[src/rtl/mips_multicycle_core.sv]
// mips_multicycle_core: multi-cycle MIPS32 subset core (add/sub/and/or/slt, addi, lw, sw,
// beq, j). One shared ALU and one unified memory port with a req/ready handshake, so any
// memory latency is tolerated.
// Optional feature: define MIPS_MC_ILLEGAL_TRAP_EN to halt on an unsupported instruction;
// when it is undefined such instructions retire as NOPs.
module mips_multicycle_core #(
    parameter int          ADDR_W    = 14,
    parameter logic [31:0] RESET_PC  = 32'h0,
    parameter bit          HALT_ON_J = 1'b1
) (
    input  logic              clk,
    input  logic              rst,
    output logic              mem_req,
    output logic              mem_we,
    output logic [ADDR_W-1:0] mem_addr,
    output logic [31:0]       mem_wdata,
    input  logic [31:0]       mem_rdata,
    input  logic              mem_ready,
    output logic              halted,
    output logic              retire,
    output logic [ADDR_W-1:0] dbg_pc
);
`ifdef MIPS_MC_ILLEGAL_TRAP_EN
    localparam bit TRAP_EN = 1'b1;
`else
    localparam bit TRAP_EN = 1'b0;
`endif

    localparam logic [5:0] OP_RTYPE = 6'h00, OP_J = 6'h02, OP_BEQ = 6'h04;
    localparam logic [5:0] OP_ADDI = 6'h08, OP_LW = 6'h23, OP_SW = 6'h2B;
    localparam logic [5:0] FN_ADD = 6'h20, FN_SUB = 6'h22, FN_AND = 6'h24;
    localparam logic [5:0] FN_OR = 6'h25, FN_SLT = 6'h2A;

    typedef enum logic [2:0] {S_FETCH, S_DECODE, S_EXEC, S_MEM, S_WB, S_HALT} state_t;
    state_t state_q, state_d;

    logic [ADDR_W-1:0] pc_q, pc_d;
    logic [31:0]       ir_q, ir_d, a_q, a_d, b_q, b_d;
    logic [31:0]       aluout_q, aluout_d, mdr_q, mdr_d;
    logic [31:0]       regs_q [32];

    logic [5:0]         opcode, funct;
    logic signed [31:0] imm_sext, alu_a, alu_b;
    logic [31:0]        alu_res;
    logic               is_rtype, is_addi, is_lw, is_sw, is_beq, is_j;
    logic               rfn_ok, illegal, j_halt;
    logic [ADDR_W-1:0]  j_target;
    logic               rf_we;
    logic [4:0]         rf_waddr;
    logic [31:0]        rf_wdata;

    assign opcode   = ir_q[31:26];
    assign funct    = ir_q[5:0];
    assign imm_sext = {{16{ir_q[15]}}, ir_q[15:0]};
    assign is_rtype = (opcode == OP_RTYPE);
    assign is_addi  = (opcode == OP_ADDI);
    assign is_lw    = (opcode == OP_LW);
    assign is_sw    = (opcode == OP_SW);
    assign is_beq   = (opcode == OP_BEQ);
    assign is_j     = (opcode == OP_J);
    assign rfn_ok   = funct inside {FN_ADD, FN_SUB, FN_AND, FN_OR, FN_SLT};
    assign illegal  = !((is_rtype && rfn_ok) || is_addi || is_lw || is_sw || is_beq || is_j);

    // Jump target keeps the top four bits of pc+4 (zero when ADDR_W <= 28), then wraps.
    // pc_q already holds pc+4 during EXEC, so the j's own address is pc_q - 4.
    assign j_target = ADDR_W'({4'(32'(pc_q) >> 28), ir_q[25:0], 2'b00});
    assign j_halt   = HALT_ON_J && is_j && (j_target == pc_q - ADDR_W'(4));

    assign alu_a = a_q;
    assign alu_b = is_rtype ? b_q : imm_sext;

    // Shared ALU: R-type selects by funct, everything else adds the sign-extended immediate
    always_comb begin
        alu_res = alu_a + alu_b;
        if (is_rtype) begin
            case (funct)
                FN_SUB:  alu_res = alu_a - alu_b;
                FN_AND:  alu_res = alu_a & alu_b;
                FN_OR:   alu_res = alu_a | alu_b;
                FN_SLT:  alu_res = {31'b0, alu_a < alu_b};
                default: alu_res = alu_a + alu_b;
            endcase
        end
    end

    // FSM state register
    always_ff @(posedge clk or negedge rst) begin
        if (!rst) state_q <= S_FETCH;
        else      state_q <= state_d;
    end

    // FSM next-state: memory states wait for mem_ready, EXEC branches on the opcode
    always_comb begin
        state_d = state_q;
        case (state_q)
            S_FETCH:  if (mem_ready) state_d = S_DECODE;
            S_DECODE: state_d = S_EXEC;
            S_EXEC: begin
                if ((is_rtype && rfn_ok) || is_addi) state_d = S_WB;
                else if (is_lw || is_sw)             state_d = S_MEM;
                else if (j_halt)                     state_d = S_HALT;
                else if (illegal && TRAP_EN)         state_d = S_HALT;
                else                                 state_d = S_FETCH;
            end
            S_MEM:    if (mem_ready) state_d = is_sw ? S_FETCH : S_WB;
            S_WB:     state_d = S_FETCH;
            default:  state_d = S_HALT;
        endcase
    end

    // FSM outputs; gated by rst so a mid-transfer reset drops the request at once
    always_comb begin
        mem_req   = 1'b0;
        mem_we    = 1'b0;
        mem_addr  = '0;
        mem_wdata = '0;
        retire    = 1'b0;
        if (rst) begin
            case (state_q)
                S_FETCH: begin
                    mem_req  = 1'b1;
                    mem_addr = pc_q;
                end
                S_EXEC:  retire = is_beq || (is_j && !j_halt) || (illegal && !TRAP_EN);
                S_MEM: begin
                    mem_req   = 1'b1;
                    mem_we    = is_sw;
                    mem_addr  = {aluout_q[ADDR_W-1:2], 2'b00};
                    mem_wdata = b_q;
                    retire    = is_sw && mem_ready;
                end
                S_WB:    retire = 1'b1;
                default: ;
            endcase
        end
    end

    assign halted = (state_q == S_HALT);
    assign dbg_pc = pc_q;

    // Datapath next-state: each FSM state loads only the registers it owns
    always_comb begin
        pc_d     = pc_q;
        ir_d     = ir_q;
        a_d      = a_q;
        b_d      = b_q;
        aluout_d = aluout_q;
        mdr_d    = mdr_q;
        case (state_q)
            S_FETCH: if (mem_ready) begin
                ir_d = mem_rdata;
                pc_d = pc_q + ADDR_W'(4);
            end
            S_DECODE: begin
                a_d      = regs_q[ir_q[25:21]];
                b_d      = regs_q[ir_q[20:16]];
                aluout_d = 32'(pc_q) + 32'(imm_sext <<< 2);
            end
            S_EXEC: begin
                if ((is_rtype && rfn_ok) || is_addi || is_lw || is_sw) aluout_d = alu_res;
                if (is_beq && (a_q == b_q)) pc_d = aluout_q[ADDR_W-1:0];
                if (is_j) pc_d = j_target;
            end
            S_MEM: if (mem_ready && !is_sw) mdr_d = mem_rdata;
            default: ;
        endcase
    end

    assign rf_we    = (state_q == S_WB);
    assign rf_waddr = is_rtype ? ir_q[15:11] : ir_q[20:16];
    assign rf_wdata = is_lw ? mdr_q : aluout_q;

    // Datapath and register file; $0 is never written so it always reads 0
    always_ff @(posedge clk or negedge rst) begin
        if (!rst) begin
            pc_q     <= RESET_PC[ADDR_W-1:0];
            ir_q     <= '0;
            a_q      <= '0;
            b_q      <= '0;
            aluout_q <= '0;
            mdr_q    <= '0;
            for (int i = 0; i < 32; i++) regs_q[i] <= '0;
        end else begin
            pc_q     <= pc_d;
            ir_q     <= ir_d;
            a_q      <= a_d;
            b_q      <= b_d;
            aluout_q <= aluout_d;
            mdr_q    <= mdr_d;
            if (rf_we && (rf_waddr != 5'd0)) regs_q[rf_waddr] <= rf_wdata;
        end
    end

endmodule

[config.mk]
export PLATFORM = sky130hd
export DESIGN_NAME = mips_multicycle_core
export DESIGN_NICKNAME = d
export VERILOG_FILES = /design/src/rtl/mips_multicycle_core.sv
export SDC_FILE = /design/constraint.sdc
export NUM_CORES = 2
export LEC_CHECK = 0
export CAP_MARGIN = 10
export CORE_ASPECT_RATIO = 2
export CORE_MARGIN = 2
export CORE_UTILIZATION = 65
export CTS_BUF_LIST = sky130_fd_sc_hd__clkbuf_4
export CTS_CLUSTER_DIAMETER = 60
export CTS_CLUSTER_SIZE = 25
export DETAILED_ROUTE_END_ITERATION = 7
export PLACE_DENSITY = 0.84
export SYNTH_ARGS = -nofsm -noshare
export SYNTH_HDL_FRONTEND = slang
export SYNTH_SLANG_ARGS = --single-unit
[constraint.sdc]
create_clock -name clk -period 6.45 [get_ports clk]
set_input_delay 1.6125 -clock clk [delete_from_list [all_inputs] [get_ports clk]]
set_output_delay 1.6125 -clock clk [all_outputs]
set_load 0.005 [all_outputs]
**Sequential cells colored by netlist name**

Scale bar: 50 µm. Other sequential cells in the stronger gray, the rest of the logic in the fainter gray.
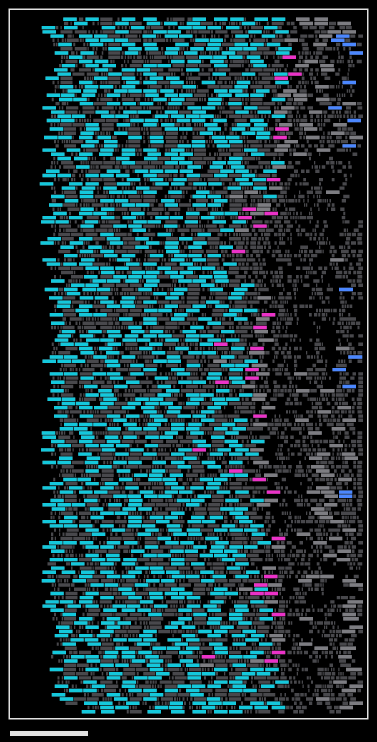
- b_q: magenta (placed flops 32)
- dbg_pc: blue (placed flops 14)
- regs_q: cyan (placed flops 1024)
- not colored: 131
register share of the cell area: 43.7%
power of the sequential group: 7.55 mW
storage element area: 0.0301 mm²
fraction of the core area covered by cells at the end of the flow: 68.1%

==> qor.yml <==
static-leakage-power_nw: 28.9
die_width_um: 230
comb_power_share_pct: 2.0
number_of_h_tree_levels: 2
drtAntennaViolNets: 0
synth-seq-area-share_pct: 45.2
syn-cell-area_mm2: 0.0664
rsz0062_at_grt: "no"
pwr_cell_area_mw_per_mm2: 155
grt_max_degree: 198
grt_pass1_wl_mm: 330
clockRootBuffer: "sky130_fd_sc_hd__clkbuf_4"
grt-ovfl-total: 0
grt_antenna_before_repair: 18
finalMaxSlewViolations: 0
status: "complete, but fails checks"
min_period_ns: 6.31
timing.final.crit_share_pct: 97.9
violations: "DRC"
number_of_failing_hold_endpoints_at_the_final_stage: 0
port-buffer-count: 98
drv.max_cap_violation_count: 0
crit_path_arrival_time_ns: 4.70
required_ns: 4.84
worst_setup_path_start_kind: "register"
cp-end-kind: "primary output"
vias: 51800
setup-violations-final: 0
layout.nets: 5836
detailedPlacementHpwl_mm: 143
yosys_warnings: 0
seq_power_share_pct: 70.9
worst-path-max-fanout: 12
firstDrtPassIters: 8
yosys.area.top_type: "sky130_fd_sc_hd__dfrtp_1"
1st_iter_drt_viols: 7037
edf_count: 0
setup-tns-final_ns: 0
synth_flop_count: 1201
initial_utilization_pct: 65.7
timing_worst_slew_pin_value_ns: 1.35
cts_made_buffers: 57
dominant_flop_cell: "sky130_fd_sc_hd__dfrtp_1"
route.detailed.drc: 2
**Metal layers overlaid**

Scale bar: 50 µm. Two of the layers only.
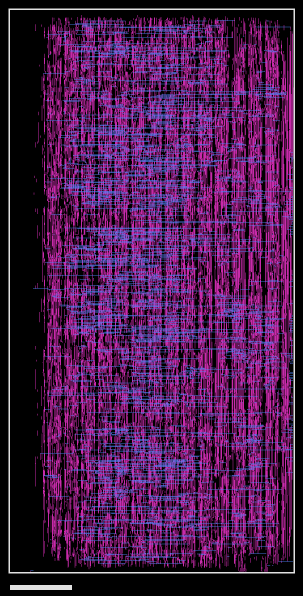
- M3: blue (wire length 25.0 mm)
- M2: magenta (wire length 104 mm)

final timing paths:
kind / from / endpoint / slack [ns] / cells past startpoint
setup / recovery: dbg_pc[6] / retire / 0.14 / 14
hold / removal: rst / aluout_q[31] / 0.31 / 1
setup reg to reg: ir_q[30] / aluout_q[29] / 0.71 / 15
max in group asynchronous: rst / regs_q[427] / 3.02 / 4
hold reg to reg: regs_q[1021] / regs_q[1021] / 0.43 / 0
min in group clk: regs_q[1021] / regs_q[1021] / 0.43 / 0
cell families after synthesis:
family,synth area share (%)
flops,45.2
compound gates,12.9
buf+inv,4.32
xor+xnor,1.32
fa+ha+maj,2.18
simple gates,9.75
mux,24.3
layout make-up:
| cell class | count | area share (%) |
|---|---|---|
| antenna | 9 | 0.0327 |
| timing repair buffer | 245 | 3.29 |
| clock inverter | 10 | 0.227 |
| inverter | 106 | 0.583 |
| clock buffer | 61 | 0.665 |
| sequential | 1201 | 43.7 |
| multi-input combinational | 4076 | 49.1 |
| tap | 1336 | 2.43 |
stage by stage:
step	hold WS [ns]	std cells	cell area (µm²)	util [%]	setup slack (ns)
floorplan	0.441	5954	66400	-	1.91
global placement	0.376	6958	68100	67.3	1.11
detailed placement	0.384	6958	68100	67.3	0.992
CTS	0.303	7029	68700	67.9	0.0938
global route	0.327	7041	68800	68.1	0.0250
finish	0.312	7044	68800	68.1	0.136
worst max-delay path: stages (launching register included):
cell                              delay [ns]
sky130_fd_sc_hd__dfrtp_1                0.41
sky130_fd_sc_hd__buf_4                  0.20
sky130_fd_sc_hd__nor4_1                 0.24
sky130_fd_sc_hd__buf_4                  0.18
sky130_fd_sc_hd__nand3b_1               0.12
sky130_fd_sc_hd__nor3_2                 0.26
sky130_fd_sc_hd__nand2b_1               0.18
sky130_fd_sc_hd__a21oi_1                0.08
sky130_fd_sc_hd__a311oi_1               0.26
sky130_fd_sc_hd__a41oi_1                0.19
sky130_fd_sc_hd__a2111oi_2              0.34
sky130_fd_sc_hd__buf_4                  0.23
sky130_fd_sc_hd__nor4_1                 0.06
sky130_fd_sc_hd__o31a_1                 0.34
sky130_fd_sc_hd__clkdlybuf4s50_1        0.44
repair_timing:
| item | 4_1_cts | 5_1_grt |
|---|---|---|
| gates resized | 0 | 6 |
| buffers inserted | 0 | 2 |
| hold endpoints to repair | 0 | 0 |
| endpoints found under the setup margin | 0 | 1 |
power groups by stage:
| stage | Clock, mW | Combinational [mW] | Sequential (mW) |
|---|---|---|---|
| after floorplan | 0 | 0.0139 | 7.68 |
| after CTS | 2.87 | 0.214 | 7.55 |
| final | 2.88 | 0.210 | 7.55 |
| after global routing | 3.11 | 0.240 | 7.55 |
| after global placement | 0 | 0.211 | 7.67 |
| after detailed placement | 0 | 0.214 | 7.67 |
registers in the layout (all words and copies together), names as in the netlist:
name      flops
regs_q     1024
a_q          32
aluout_q     32
b_q          32
ir_q         32
mdr_q        32
dbg_pc       14
state_q       3
per-layer routing:
| layer | track usage (%) | part of all wire, % |
|---|---|---|
| met5 | 0 | 0.052 |
| met1 | 48.4 | 30 |
| met2 | 66.8 | 47 |
| met4 | 39.2 | 11 |
| met3 | 12.2 | 11 |
Power and IR drop assume default switching activity.
